==> run_1/met3.png <==
Scale: 8 px per µm.
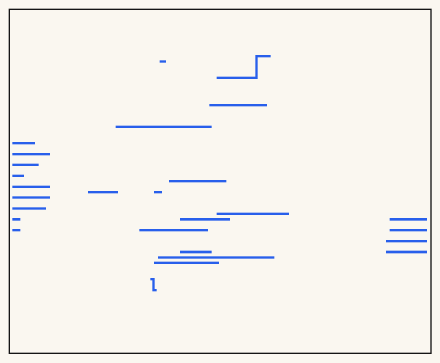
==> run_1/cell_classes.png <==
Scale: 6 px per µm.
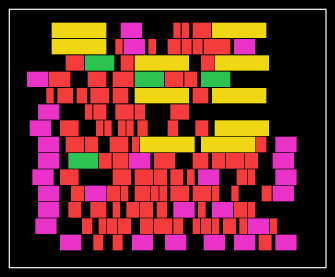
==> run_1/registers.png <==
Scale: 12 px per µm. Other sequential cells in the stronger grey, the rest of the logic in the fainter grey.
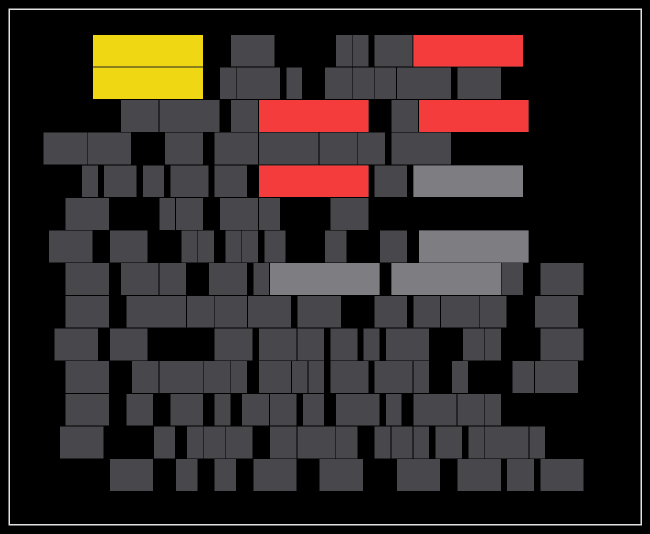
## src/rtl/mc_ctrl_pkg.sv

```systemverilog
// mc_ctrl_pkg: state enum, opcode constants and control-field encodings for the multicycle MIPS controller
package mc_ctrl_pkg;

    typedef enum logic [3:0] {
        S_RST, S_FETCH, S_DECODE, S_MEM_ADDR, S_MEM_RD, S_MEM_WB, S_MEM_WR,
        S_EXEC_R, S_EXEC_I, S_R_WB, S_I_WB, S_BRANCH, S_JUMP, S_TRAP
    } state_t;

    localparam logic [5:0] OP_RTYPE = 6'b000000;
    localparam logic [5:0] OP_J     = 6'b000010;
    localparam logic [5:0] OP_BEQ   = 6'b000100;
    localparam logic [5:0] OP_BNE   = 6'b000101;
    localparam logic [5:0] OP_ADDI  = 6'b001000;
    localparam logic [5:0] OP_LW    = 6'b100011;
    localparam logic [5:0] OP_SW    = 6'b101011;

    localparam logic [1:0] ALU_ADD   = 2'b00;
    localparam logic [1:0] ALU_SUB   = 2'b01;
    localparam logic [1:0] ALU_FUNCT = 2'b10;

    localparam logic [1:0] SRCB_RT     = 2'b00;
    localparam logic [1:0] SRCB_FOUR   = 2'b01;
    localparam logic [1:0] SRCB_IMM    = 2'b10;
    localparam logic [1:0] SRCB_IMM_SH = 2'b11;

    localparam logic [1:0] PCS_ALU    = 2'b00;
    localparam logic [1:0] PCS_ALUOUT = 2'b01;
    localparam logic [1:0] PCS_JUMP   = 2'b10;

    localparam logic [1:0] CAUSE_NONE    = 2'b00;
    localparam logic [1:0] CAUSE_ILLEGAL = 2'b01;
    localparam logic [1:0] CAUSE_TIMEOUT = 2'b10;

    // States that hold a memory request and wait for mem_ready
    function automatic logic is_wait_state(input state_t s);
        return s == S_FETCH || s == S_MEM_RD || s == S_MEM_WR;
    endfunction

endpackage

```

## src/rtl/mc_ctrl_if.sv

```systemverilog
// mc_ctrl_if: controller <-> datapath/memory signal bundle
//   master (controller): in opcode/zero/mem_ready, out all datapath enables, selects, retire, trap
//   slave  (datapath):   mirror image
interface mc_ctrl_if #(parameter int OPW = 6) ();
    logic [OPW-1:0] opcode;
    logic           zero;
    logic           mem_ready;
    logic           pc_write;
    logic           ir_write;
    logic           iord;
    logic           mem_read;
    logic           mem_write;
    logic           mem_to_reg;
    logic           reg_dst;
    logic           reg_write;
    logic           alu_src_a;
    logic [1:0]     alu_src_b;
    logic [1:0]     alu_op;
    logic [1:0]     pc_source;
    logic           retire;
    logic           trap;
    logic [1:0]     trap_cause;

    modport master (
        input  opcode, zero, mem_ready,
        output pc_write, ir_write, iord, mem_read, mem_write, mem_to_reg, reg_dst,
               reg_write, alu_src_a, alu_src_b, alu_op, pc_source, retire, trap, trap_cause
    );

    modport slave (
        output opcode, zero, mem_ready,
        input  pc_write, ir_write, iord, mem_read, mem_write, mem_to_reg, reg_dst,
               reg_write, alu_src_a, alu_src_b, alu_op, pc_source, retire, trap, trap_cause
    );
endinterface

```

## src/rtl/mc_wait_timer.sv

```systemverilog
// mc_wait_timer: counts consecutive memory wait cycles and flags the cycle that hits MEM_TIMEOUT
//   clk, rst_n : clock, async active-low reset
//   i_wait     : controller is in a memory state with mem_ready low
//   o_timeout  : this is the MEM_TIMEOUT-th consecutive wait cycle (never set when MEM_TIMEOUT=0)
module mc_wait_timer #(
    parameter int MEM_TIMEOUT = 16
) (
    input  logic clk,
    input  logic rst_n,
    input  logic i_wait,
    output logic o_timeout
);
    localparam int W = MEM_TIMEOUT > 1 ? $clog2(MEM_TIMEOUT) : 1;

    logic [W-1:0] r_cnt;

    // Any non-wait cycle is either a state change or outside a memory state, so it clears the count
    assign o_timeout = (MEM_TIMEOUT != 0) && i_wait && (r_cnt == W'(MEM_TIMEOUT - 1));

    always_ff @(posedge clk or negedge rst_n) begin
        if (!rst_n) r_cnt <= '0;
        else        r_cnt <= (i_wait && !o_timeout) ? r_cnt + 1'b1 : '0;
    end
endmodule

```

## src/rtl/multicycle_control.sv

```systemverilog
// multicycle_control: multi-cycle MIPS control FSM (fetch/decode/execute/memory/write-back)
//   clk, rst_n : clock, async active-low reset
//   bus        : mc_ctrl_if master; opcode/zero/mem_ready in, datapath controls, retire, trap out
module multicycle_control
    import mc_ctrl_pkg::*;
#(
    parameter int MEM_TIMEOUT = 16,
    parameter int OPW         = 6
) (
    input  logic      clk,
    input  logic      rst_n,
    mc_ctrl_if.master bus
);
    state_t         r_state;
    logic [1:0]     r_cause;
    logic [OPW-1:0] w_op;
    logic           w_wait;
    logic           w_timeout;
    logic           w_taken;

    assign w_op   = bus.opcode;
    assign w_wait = is_wait_state(r_state) && !bus.mem_ready;

    mc_wait_timer #(.MEM_TIMEOUT(MEM_TIMEOUT)) u_timer (
        .clk       (clk),
        .rst_n     (rst_n),
        .i_wait    (w_wait),
        .o_timeout (w_timeout)
    );

    always_ff @(posedge clk or negedge rst_n) begin
        if (!rst_n) begin
            r_state <= S_RST;
            r_cause <= CAUSE_NONE;
        end else if (w_timeout) begin
            r_state <= S_TRAP;
            r_cause <= CAUSE_TIMEOUT;
        end else begin
            case (r_state)
                S_RST:      r_state <= S_FETCH;
                S_FETCH:    if (bus.mem_ready) r_state <= S_DECODE;
                S_DECODE: begin
                    if (w_op == OPW'(OP_LW) || w_op == OPW'(OP_SW)) r_state <= S_MEM_ADDR;
                    else if (w_op == OPW'(OP_RTYPE))                r_state <= S_EXEC_R;
                    else if (w_op == OPW'(OP_ADDI))                 r_state <= S_EXEC_I;
                    else if (w_op == OPW'(OP_BEQ) || w_op == OPW'(OP_BNE)) r_state <= S_BRANCH;
                    else if (w_op == OPW'(OP_J))                    r_state <= S_JUMP;
                    else begin
                        r_state <= S_TRAP;
                        r_cause <= CAUSE_ILLEGAL;
                    end
                end
                S_MEM_ADDR: r_state <= (w_op == OPW'(OP_LW)) ? S_MEM_RD : S_MEM_WR;
                S_MEM_RD:   if (bus.mem_ready) r_state <= S_MEM_WB;
                S_MEM_WR:   if (bus.mem_ready) r_state <= S_FETCH;
                S_EXEC_R:   r_state <= S_R_WB;
                S_EXEC_I:   r_state <= S_I_WB;
                S_TRAP:     r_state <= S_TRAP;
                default:    r_state <= S_FETCH;
            endcase
        end
    end

    // Branch resolution is the one output that looks at zero combinationally
    assign w_taken = (w_op == OPW'(OP_BEQ) && bus.zero) || (w_op == OPW'(OP_BNE) && !bus.zero);

    assign bus.trap       = (r_state == S_TRAP);
    assign bus.trap_cause = r_cause;

    always_comb begin
        bus.pc_write   = 1'b0;
        bus.ir_write   = 1'b0;
        bus.iord       = 1'b0;
        bus.mem_read   = 1'b0;
        bus.mem_write  = 1'b0;
        bus.mem_to_reg = 1'b0;
        bus.reg_dst    = 1'b0;
        bus.reg_write  = 1'b0;
        bus.alu_src_a  = 1'b0;
        bus.alu_src_b  = SRCB_RT;
        bus.alu_op     = ALU_ADD;
        bus.pc_source  = PCS_ALU;
        bus.retire     = 1'b0;
        case (r_state)
            S_FETCH: begin
                bus.mem_read  = 1'b1;
                bus.alu_src_b = SRCB_FOUR;
                bus.ir_write  = bus.mem_ready;
                bus.pc_write  = bus.mem_ready;
            end
            S_DECODE:   bus.alu_src_b = SRCB_IMM_SH;
            S_MEM_ADDR: begin
                bus.alu_src_a = 1'b1;
                bus.alu_src_b = SRCB_IMM;
            end
            S_MEM_RD: begin
                bus.mem_read = 1'b1;
                bus.iord     = 1'b1;
            end
            S_MEM_WB: begin
                bus.reg_write  = 1'b1;
                bus.mem_to_reg = 1'b1;
                bus.retire     = 1'b1;
            end
            S_MEM_WR: begin
                bus.mem_write = 1'b1;
                bus.iord      = 1'b1;
                bus.retire    = bus.mem_ready;
            end
            S_EXEC_R: begin
                bus.alu_src_a = 1'b1;
                bus.alu_op    = ALU_FUNCT;
            end
            S_R_WB: begin
                bus.reg_write = 1'b1;
                bus.reg_dst   = 1'b1;
                bus.retire    = 1'b1;
            end
            S_EXEC_I: begin
                bus.alu_src_a = 1'b1;
                bus.alu_src_b = SRCB_IMM;
            end
            S_I_WB: begin
                bus.reg_write = 1'b1;
                bus.retire    = 1'b1;
            end
            S_BRANCH: begin
                bus.alu_src_a = 1'b1;
                bus.alu_op    = ALU_SUB;
                bus.pc_source = PCS_ALUOUT;
                bus.pc_write  = w_taken;
                bus.retire    = 1'b1;
            end
            S_JUMP: begin
                bus.pc_source = PCS_JUMP;
                bus.pc_write  = 1'b1;
                bus.retire    = 1'b1;
            end
            default: ;
        endcase
    end
endmodule
```

## src/flat_wrapper.sv

```systemverilog
// flat-port wrapper written by rule: the top's interface ports become plain ports
module multicycle_control_flat import mc_ctrl_pkg::*;
#(
    parameter int MEM_TIMEOUT = 16,
    parameter int OPW         = 6
)
  (clk, rst_n, bus_opcode, bus_zero, bus_mem_ready, bus_pc_write, bus_ir_write, bus_iord, bus_mem_read, bus_mem_write, bus_mem_to_reg, bus_reg_dst, bus_reg_write, bus_alu_src_a, bus_alu_src_b, bus_alu_op, bus_pc_source, bus_retire, bus_trap, bus_trap_cause);
  mc_ctrl_if #(.OPW(OPW)) bus_i ();
  input  logic clk;
  input  logic rst_n;
  input wire logic [$bits(bus_i.opcode)-1:0] bus_opcode;
  input wire logic [$bits(bus_i.zero)-1:0] bus_zero;
  input wire logic [$bits(bus_i.mem_ready)-1:0] bus_mem_ready;
  output wire logic [$bits(bus_i.pc_write)-1:0] bus_pc_write;
  output wire logic [$bits(bus_i.ir_write)-1:0] bus_ir_write;
  output wire logic [$bits(bus_i.iord)-1:0] bus_iord;
  output wire logic [$bits(bus_i.mem_read)-1:0] bus_mem_read;
  output wire logic [$bits(bus_i.mem_write)-1:0] bus_mem_write;
  output wire logic [$bits(bus_i.mem_to_reg)-1:0] bus_mem_to_reg;
  output wire logic [$bits(bus_i.reg_dst)-1:0] bus_reg_dst;
  output wire logic [$bits(bus_i.reg_write)-1:0] bus_reg_write;
  output wire logic [$bits(bus_i.alu_src_a)-1:0] bus_alu_src_a;
  output wire logic [$bits(bus_i.alu_src_b)-1:0] bus_alu_src_b;
  output wire logic [$bits(bus_i.alu_op)-1:0] bus_alu_op;
  output wire logic [$bits(bus_i.pc_source)-1:0] bus_pc_source;
  output wire logic [$bits(bus_i.retire)-1:0] bus_retire;
  output wire logic [$bits(bus_i.trap)-1:0] bus_trap;
  output wire logic [$bits(bus_i.trap_cause)-1:0] bus_trap_cause;
  assign bus_i.opcode = bus_opcode;
  assign bus_i.zero = bus_zero;
  assign bus_i.mem_ready = bus_mem_ready;
  assign bus_pc_write = bus_i.pc_write;
  assign bus_ir_write = bus_i.ir_write;
  assign bus_iord = bus_i.iord;
  assign bus_mem_read = bus_i.mem_read;
  assign bus_mem_write = bus_i.mem_write;
  assign bus_mem_to_reg = bus_i.mem_to_reg;
  assign bus_reg_dst = bus_i.reg_dst;
  assign bus_reg_write = bus_i.reg_write;
  assign bus_alu_src_a = bus_i.alu_src_a;
  assign bus_alu_src_b = bus_i.alu_src_b;
  assign bus_alu_op = bus_i.alu_op;
  assign bus_pc_source = bus_i.pc_source;
  assign bus_retire = bus_i.retire;
  assign bus_trap = bus_i.trap;
  assign bus_trap_cause = bus_i.trap_cause;
  multicycle_control #(.MEM_TIMEOUT(MEM_TIMEOUT), .OPW(OPW)) u_core (.clk(clk), .rst_n(rst_n), .bus(bus_i));
endmodule
```

## config.mk

```make
export PLATFORM = sky130hd
export DESIGN_NAME = multicycle_control_flat
export DESIGN_NICKNAME = d
export VERILOG_FILES = /design/src/rtl/mc_ctrl_pkg.sv /design/src/rtl/mc_ctrl_if.sv /design/src/rtl/mc_wait_timer.sv /design/src/rtl/multicycle_control.sv /design/src/flat_wrapper.sv
export SDC_FILE = /design/constraint.sdc
export NUM_CORES = 1
export LEC_CHECK = 0
export CAP_MARGIN = 20
export CORE_ASPECT_RATIO = 0.8
export CORE_MARGIN = 2
export CORE_UTILIZATION = 46
export CTS_BUF_LIST = sky130_fd_sc_hd__clkbuf_8
export DETAILED_ROUTE_END_ITERATION = 8
export GPL_ROUTABILITY_DRIVEN = 0
export PLACE_DENSITY = 0.8
export REMOVE_ABC_BUFFERS = 1
export SYNTH_ARGS = -nofsm -noshare
export SYNTH_HDL_FRONTEND = slang
export SYNTH_SLANG_ARGS = --single-unit
```

## constraint.sdc

```tcl
create_clock -name clk -period 3.9 [get_ports clk]
set_input_delay 0.78 -clock clk [delete_from_list [all_inputs] [get_ports clk]]
set_output_delay 0.78 -clock clk [all_outputs]
set_load 0.02 [all_outputs]
```

==> results.cfg, run 1 <==
; implementation run metrics
[run_status]
status = complete, no violations

[final_layout]
mostFrequentLayoutCell = clkdlybuf4s50_1
clkbuf_count = 4
drive_above_1_share_pct = 5.97
final-clk-cell-share_pct = 4.69
logic_gates = 88
area_delta_synth_final_pct = 35.5
sh_comb_area_pct = 46.3
buf_share_pct = 23.9
nNonClkBuffers = 28
mi_logic_area_um2 = 544
flop_area_um2 = 250
inverters = 4
final_cell_mix = 28 x clkdlybuf4s50_1, 15 x nor2_1, 10 x dfrtp_1
fillerInstances = 176
antennaDiodeCount = 0
final_cells = 158
biggestCellCategory = combinational gates
nets = 146

[timing]
rsz0062_at_grt = no
slew_headroom_pct = 63.5
setup_viol = 0
finalHoldViolations = 0
period_used_pct = 84.4
tightest_slew_ns = 0.547
min_period_ns = 3.29
setup_slack_ns = 0.610
fmax_mhz = 304
whs_ns = 0.471

[place]
place_ws_ns = 0.637
dp_hpwl_mm = 1.64
placedCellCount = 154
io_buffers = 28

[critical_path]
worstPathRequired_ns = 3.12
cp_num_cells = 6
crit_path_cell_trace = clkdlybuf4s50_1 > nor2b_1 > and3_1 > a21oi_1 > o21ai_1 > clkdlybuf4s50_1
critPathMostFrequentCell = clkdlybuf4s50_1
critPathMaxFanout = 6
worstSetupStartpointType = input pin
arrival_ns = 2.51
cp_slowest_stage_delay_ns = 0.61
timing.rr.end = u_core.bus.trap_cause[0]
cp_slowest_cell = clkdlybuf4s50_1
crit_start = bus_mem_ready
endpoint = bus_pc_write
cp.buffers_inverters = 2
reg2reg_from = u_core.r_state[0]
worst-r2r-cell-count = 4
critical-path-top-delay-family = buffers and inverters
endpoint_kind = output port
rrSetupSlack_ns = 2.36

[grt]
antenna_found_initial = 0
grt_util_all_layers_pct = 22.3
gr-total-overflow = 0
grt_pass1_wl_mm = 3.77
grtUsageMet2_pct = 33.5
grt_busiest_layer = met2
grt_max_degree = 19
grt_pass1_vias = 852
use_met1_pct = 31.7
use_met3_pct = 4.23

[route]
wl_per_cell_um = 13.8
wl_met1_um = 991
viasPerCell = 5.78
detail_route.iter0.violations = 26
vias = 913
wirelength_mm = 2.18
drc = 0
dr.pass1.iters = 4
postRouteAntennaNets = 0

[floorplanning]
fp-utilization_pct = 47.6
die_area_um2 = 2250
fp.coreArea_um2 = 1820
tap_cells = 24
fp.dieW_um = 52.5
chipHeight_um = 42.8
ios = 29

[logic_synthesis]
netlist_area_um2 = 867
yosys.area_share.aoi_pct = 24.2
top_area_cell = dfrtp_1
edf_count = 0
common_cells = 15 x nor2_1, 10 x dfrtp_1, 7 x nand2_1
ys_types = 44
ys.flops = 10
ys_warn_count = 0
area_leaders = dfrtp_1 29%, nor2_1 6.5%, nand2_1 3.0%
syn_avg_cell_area_um2 = 7.88
yosys_area_um2 = 867
top_cell_area_share_pct = 28.9
synthFlopType = dfrtp_1
yosys_cells = 110
async_flop_share_pct = 100
ys_sh_mux_pct = 1.15
yosysMostFrequentCell = nor2_1
synth_cells = 110
ys_sh_xor_pct = 5.05

[cts]
h-tree-depth = 1
cts_resized = 0
cts_setup_buffers = 0
path_clk_slew_ns = 0.04
clk_latency_ns = 0.24
clockRootBuffer = clkbuf_8
cts.path.max_buffers = 2
numCtsBuffers = 3
cts.sink_count = 10

[flow_run]
warnings = 25
max_cap_viol_count = 0

[pwr]
pwr_density_cell_nw_per_um2 = 724
power.leakage_nw = 0.450
vdd_drop_max_uv = 448

[worst_hold_path]
hp-start = u_core.u_timer.r_cnt[0]
worstHoldEndpoint = u_core.u_timer.r_cnt[0]
hold_class = reg2reg
whs_path_depth = 1
## Picture notes: met3.png
The layer holds 6.1% of the routed length. The layer carries 133 µm of wire. The wires run mostly horizontal. The longest straight run is 14.3 µm. 24 nets have wire on it.

## Picture notes: cell_classes.png
Magenta is other buffers and delay cells, cells 28. Red is all other logic, cells 92. Green is clock drivers and dummy loads, cells 4. Yellow is flip-flops, cells 10.
Rows: 14
Seq/total area: 21.3%
Final Cell Area: 1170 µm²

## Picture notes: registers.png
Red is u_core.u_timer.r_cnt, flops 4, where top middle. Yellow is u_core.bus.trap_cause, flops 2.
Another 4 sequential cells are not coloured.

-- run 1: report_power, final --
group	internal, W	switching [W]
clock network	0.0000887	0.0000401
logic	0.000238	0.000268
registers	0.000136	0.0000811
-- run 1: worst register-to-register path, cell delays in order (launching register included) --
cell and delay, ns:
dfrtp_1 0.64, and2b_1 0.30, o211a_1 0.16, o31a_1 0.14
o22a_1 0.20
-- run 1: registers in the layout, indices dropped and copies added, names as in the netlist --
signal / cells
u_core.r_state: 4
u_core.u_timer.r_cnt: 4
u_core.bus.trap_cause: 2
-- run 1: metrics by stage --
stage               power [W]  util (%)  cell area (µm²)
detailed placement   0.000723      61.5             1120
finish               0.000851      64.5             1170
global placement     0.000715      61.5             1120
CTS                  0.000855      64.5             1170
floorplan            0.000504         -              810
global route         0.000919      64.5             1170
==> run_1/metal_stack.png <==
Scale: 8 px per µm. Only two layers are drawn.
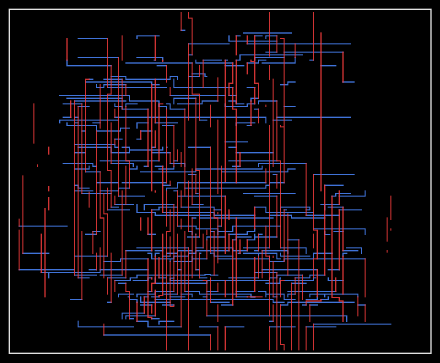

--- run 2 (diff from run 1) ---
==> constraint.sdc (replaced) <==
create_clock -name clk -period 3.05 [get_ports clk]
set_input_delay 0.61 -clock clk [delete_from_list [all_inputs] [get_ports clk]]
set_output_delay 0.61 -clock clk [all_outputs]
set_load 0.02 [all_outputs]
==> run_2/metal_stack.png <==
Scale: 8 px per µm. Only two layers are drawn.
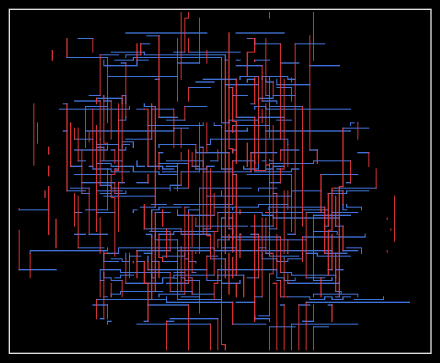
Blue is met1, wire length 972 µm. Red is met2, wire length 1,050 µm.
Tot GR Track Use: 20.4%
drt total wl: 2.19 mm
WL/cell: 13.3 µm
DR vias: 943

==> run 2 against run 1 <==
- largest cell class unchanged
- sequential cell count unchanged
- final cell count is 3.8% higher
- clock skew fell by 0.0041 ns
- via count increased by 3.3%
- clock power is 25% higher
==> results.cfg, run 2 <==
; implementation run metrics
[cts]
tritoncts = built
cts_hold_buf = 0
cts_resized = 0
path_clk_slew_ns = 0.04
cts.path.max_buffers = 2
cts_setup_buffers = 0
numCtsBuffers = 3
cts.sink_count = 10
clk_latency_ns = 0.23
clockRootBuffer = clkbuf_8
h-tree-depth = 1

[logic_synthesis]
postSynthSeqShare_pct = 28.9
logic_family = simple AND/OR/NAND/NOR gates
top_cell_area_share_pct = 28.9
yosysMostFrequentCell = nor2_1
common_cells = 15 x nor2_1, 10 x dfrtp_1, 7 x nand2_1
edf_count = 0
syn_avg_cell_area_um2 = 7.88
ys.flops = 10
yosys.area_share.adder_pct = 1.44
area_leaders = dfrtp_1 29%, nor2_1 6.5%, nand2_1 3.0%
yosys_area_um2 = 867
yosys_cells = 110
ys_warn_count = 0
ys_types = 44
async_flop_share_pct = 100
synthFlopType = dfrtp_1
netlist_area_um2 = 867
ys_sh_xor_pct = 5.05
yosys.area_share.aoi_pct = 24.2
ys_sh_mux_pct = 1.15
synth_cells = 110
top_area_cell = dfrtp_1
ys_sh_simple_pct = 30.9

[timing]
period_used_pct = 94.9
slew_viol_final = 0
slew_headroom_pct = 66.8
tightest_slew_ns = 0.498
fmax_mhz = 346
clock_skew_ns = 0.00103
finalHoldViolations = 0
setup_viol = 0
min_period_ns = 2.89
setup_slack_ns = 0.156
rsz0062_at_grt = no
tns_ns = 0
whs_ns = 0.478

[final_layout]
mostFrequentLayoutCell = clkdlybuf4s50_1
final_cell_mix = 28 x clkdlybuf4s50_1, 15 x nor2_1, 10 x dfrtp_1
final_cells = 164
drive_above_1_share_pct = 10.0
nets = 152
area_delta_synth_final_pct = 40.7
post-route-util_pct = 67.0
postLayoutCellArea_um2 = 1220
flop_area_um2 = 250
mi_logic_area_um2 = 544
antennaDiodeCount = 0
fillerInstances = 164

[floorplanning]
fp-utilization_pct = 47.6
ios = 29
die_area_um2 = 2250
chipHeight_um = 42.8
rows = 14
fp.coreArea_um2 = 1820
fp.dieW_um = 52.5

[grt]
antenna_found_initial = 0
gr-total-overflow = 0
grt_max_degree = 17
grt_pass1_wl_mm = 3.48
grt_pass1_vias = 802

[pwr]
pwr_density_cell_nw_per_um2 = 907
vdd_drop_max_uv = 598
finalPower_w = 0.00111
power.leakage_nw = 0.480

[place]
dp_hpwl_mm = 1.72
place_ws_ns = 0.164
placedCellCount = 160
io_buffers = 28
place_area_um2 = 1160

[critical_path]
arrival_ns = 2.28
worstPathRequired_ns = 2.44
path_class = in2out
timing.rr.end = u_core.r_state[2]
rrSetupSlack_ns = 1.49
critPathMaxFanout = 6
endpoint_kind = output port
worstSetupStartpointType = input pin
reg2reg_from = u_core.r_state[1]
crit_start = bus_opcode[5]
endpoint = bus_pc_write
worst-r2r-cell-count = 4

[flow_run]
max_cap_viol_count = 0
warnings = 25

[worst_hold_path]
hp-start = u_core.u_timer.r_cnt[0]
whs_path_depth = 1
worstHoldEndpoint = u_core.u_timer.r_cnt[0]
hold_class = reg2reg

[route]
postRouteAntennaNets = 0
dr.pass1.iters = 4
drc = 0
viasPerCell = 5.75
detail_route.iter0.violations = 23

[run_status]
status = complete, no violations
==> run_2/cell_classes.png <==
Scale: 6 px per µm.
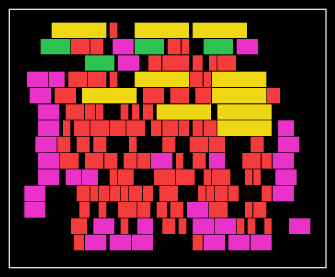
Green is clock drivers and dummy loads, cells 4. Magenta is other buffers and delay cells, cells 34. Red is all other logic, cells 92. Yellow is flip-flops, cells 10.

run 2: cell counts after synthesis:
No cell type changed its count.
run 2: critical path, stage by stage:
cell and delay, ns:
clkdlybuf4s50_1 0.50, nor4_1 0.33, nand4_1 0.12, o21ai_1 0.10, clkdlybuf4s50_1 0.62
run 2: routing by layer:
metal,part of all wire (%),global-route usage [%]
met1,44,29.9
met2,48,31.0
met3,7.5,6.34
met4,0,0.513
met5,0,0
run 2: power by group:
group / internal, W / total (W) / switching [W]
clock: 0.000113 / 0.000161 / 0.0000478
sequential: 0.000174 / 0.000250 / 0.0000765
combinational: 0.000320 / 0.000695 / 0.000375
run 2: area by class of cell:
type                       instances  area share (%)
tap                               24            2.46
clock buffer                       4            4.51
sequential                        10            20.5
multi-input combinational         88            44.6
inverter                           4            1.23
timing repair buffer              34            26.7
==> run_2/final_placement.png <==
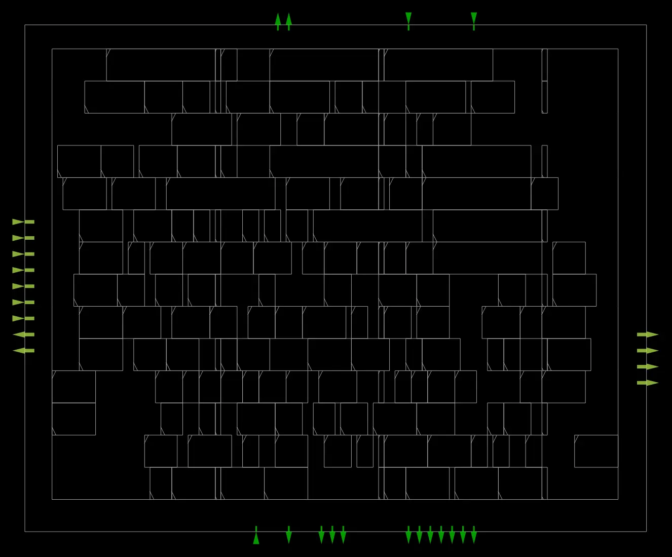

--- run 3 (diff from run 2) ---
--- a/config.mk
+++ b/config.mk
@@ -12,6 +12,7 @@
 export CTS_BUF_LIST = sky130_fd_sc_hd__clkbuf_8
 export DETAILED_ROUTE_END_ITERATION = 8
 export GPL_ROUTABILITY_DRIVEN = 0
+export GPL_TIMING_DRIVEN = 0
 export PLACE_DENSITY = 0.8
 export REMOVE_ABC_BUFFERS = 1
 export SYNTH_ARGS = -nofsm -noshare
==> constraint.sdc (replaced) <==
create_clock -name clk -period 3.63 [get_ports clk]
set_input_delay 0.726 -clock clk [delete_from_list [all_inputs] [get_ports clk]]
set_output_delay 0.726 -clock clk [all_outputs]
set_load 0.02 [all_outputs]
==> run_3/final_placement.png <==
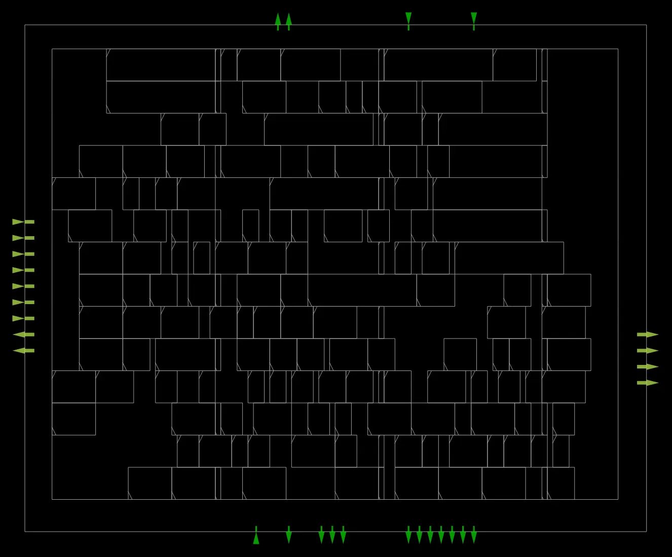
Seq cells: 10
core area: 1820 µm²

==> run_3/cell_classes.png <==
Scale: 6 px per µm.
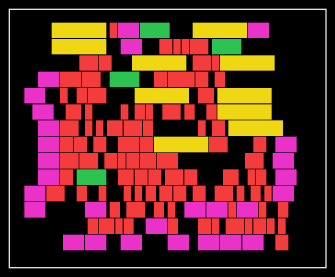
Yellow is flip-flops, cells 10. Red is all other logic, cells 92. Green is clock drivers and dummy loads, cells 4. Magenta is other buffers and delay cells, cells 28.
final core utilization: 64.5%

==> run 3 against run 2 <==
- largest cell class unchanged
- final area fell by 3.7%
- final cell count fell by 3.7%
- routed wire length fell by 8.2%
- non-clock buffer count fell by 6
==> results.cfg, run 3 <==
; implementation run metrics
[timing]
fmax_mhz = 313
period_used_pct = 88.0
min_period_ns = 3.19
setup_slack_ns = 0.437
tns_ns = 0
slew_headroom_pct = 64.1

[logic_synthesis]
ys_warn_count = 0
postSynthSeqShare_pct = 28.9
synth_cells = 110
synthFlopType = dfrtp_1
yosys_area_um2 = 867
edf_count = 0
syn_avg_cell_area_um2 = 7.88

[worst_hold_path]
whs_path_depth = 1
worstHoldEndpoint = u_core.u_timer.r_cnt[0]
hp-start = u_core.u_timer.r_cnt[0]
hold_class = reg2reg

[final_layout]
biggestCellCategory = combinational gates
fillerInstances = 166
postLayoutCellArea_um2 = 1170
sh_comb_area_pct = 46.3
mi_logic_area_um2 = 544
inverters = 4
nets = 146
nNonClkBuffers = 28
final_cell_mix = 28 x clkdlybuf4s50_1, 15 x nor2_1, 10 x dfrtp_1
flop_area_um2 = 250
antennaDiodeCount = 0
mostFrequentLayoutCell = clkdlybuf4s50_1

[run_status]
status = complete, no violations

[route]
wl_met1_mm = 1.03
drc = 0
detail_route.iter0.violations = 24
dr.pass1.iters = 4
dr.max_layer_used = met3
viasPerCell = 5.61

[grt]
use_met3_pct = 3.17
grt_pass1_vias = 777
grt_util_all_layers_pct = 20.1
grt_pass1_wl_mm = 3.51
antenna_found_initial = 0
grt_busiest_layer = met1

[flow_run]
max_cap_viol_count = 0

[cts]
cts.path.max_buffers = 2
numCtsBuffers = 3
cts_setup_buffers = 0
cts_resized = 0
cts.sink_count = 10
cts_hold_buf = 0
path_clk_slew_ns = 0.05

[critical_path]
rrSetupSlack_ns = 2.09
critPathMaxFanout = 6
cp_slowest_cell = clkdlybuf4s50_1
cp_slowest_stage_delay_ns = 0.62
worst-r2r-cell-count = 4
endpoint_kind = output port
cp.buffers_inverters = 2
timing.rr.end = u_core.u_timer.r_cnt[1]
critical-path-top-delay-family = buffers and inverters

[pwr]
switchingPower_w = 0.000410
pwr_density_cell_nw_per_um2 = 772
finalPower_w = 0.000907
powerComb_w = 0.000537
sw_frac_of_total_pct = 45.3
powerClk_w = 0.000138
power.leakage_nw = 0.450
pwr-share-seq_pct = 25.5
power-top-group = combinational cells

[place]
placedCellCount = 154
place_area_um2 = 1120
io_buffers = 28

[floorplanning]
chipHeight_um = 42.8
fp-utilization_pct = 47.6
tap_cells = 24
==> run 3: worst max-delay path by stage <==
stage                      start      endpoint  slack (ns)  cells after the start
2_1_floorplan  u_core.r_state[2]  bus_pc_write        1.15                      4
3_3_place_gp       bus_mem_ready  bus_pc_write        0.42                      6
3_5_place_dp       bus_mem_ready  bus_pc_write        0.43                      6
4_1_cts            bus_mem_ready  bus_pc_write        0.43                      6
5_1_grt            bus_mem_ready  bus_pc_write        0.33                      6
6_report           bus_mem_ready  bus_pc_write        0.44                      6
==> run 3: cells by family after synthesis <==
logic type	count (synthesis)	share of synthesized area [%]
flops	10	28.9
fa+ha+maj	1	1.44
compound gates	30	24.2
buf+inv	12	8.37
simple gates	51	30.9
xor+xnor	5	5.05
mux	1	1.15
No activity file was given, so power comes from the tool's default toggle rates.
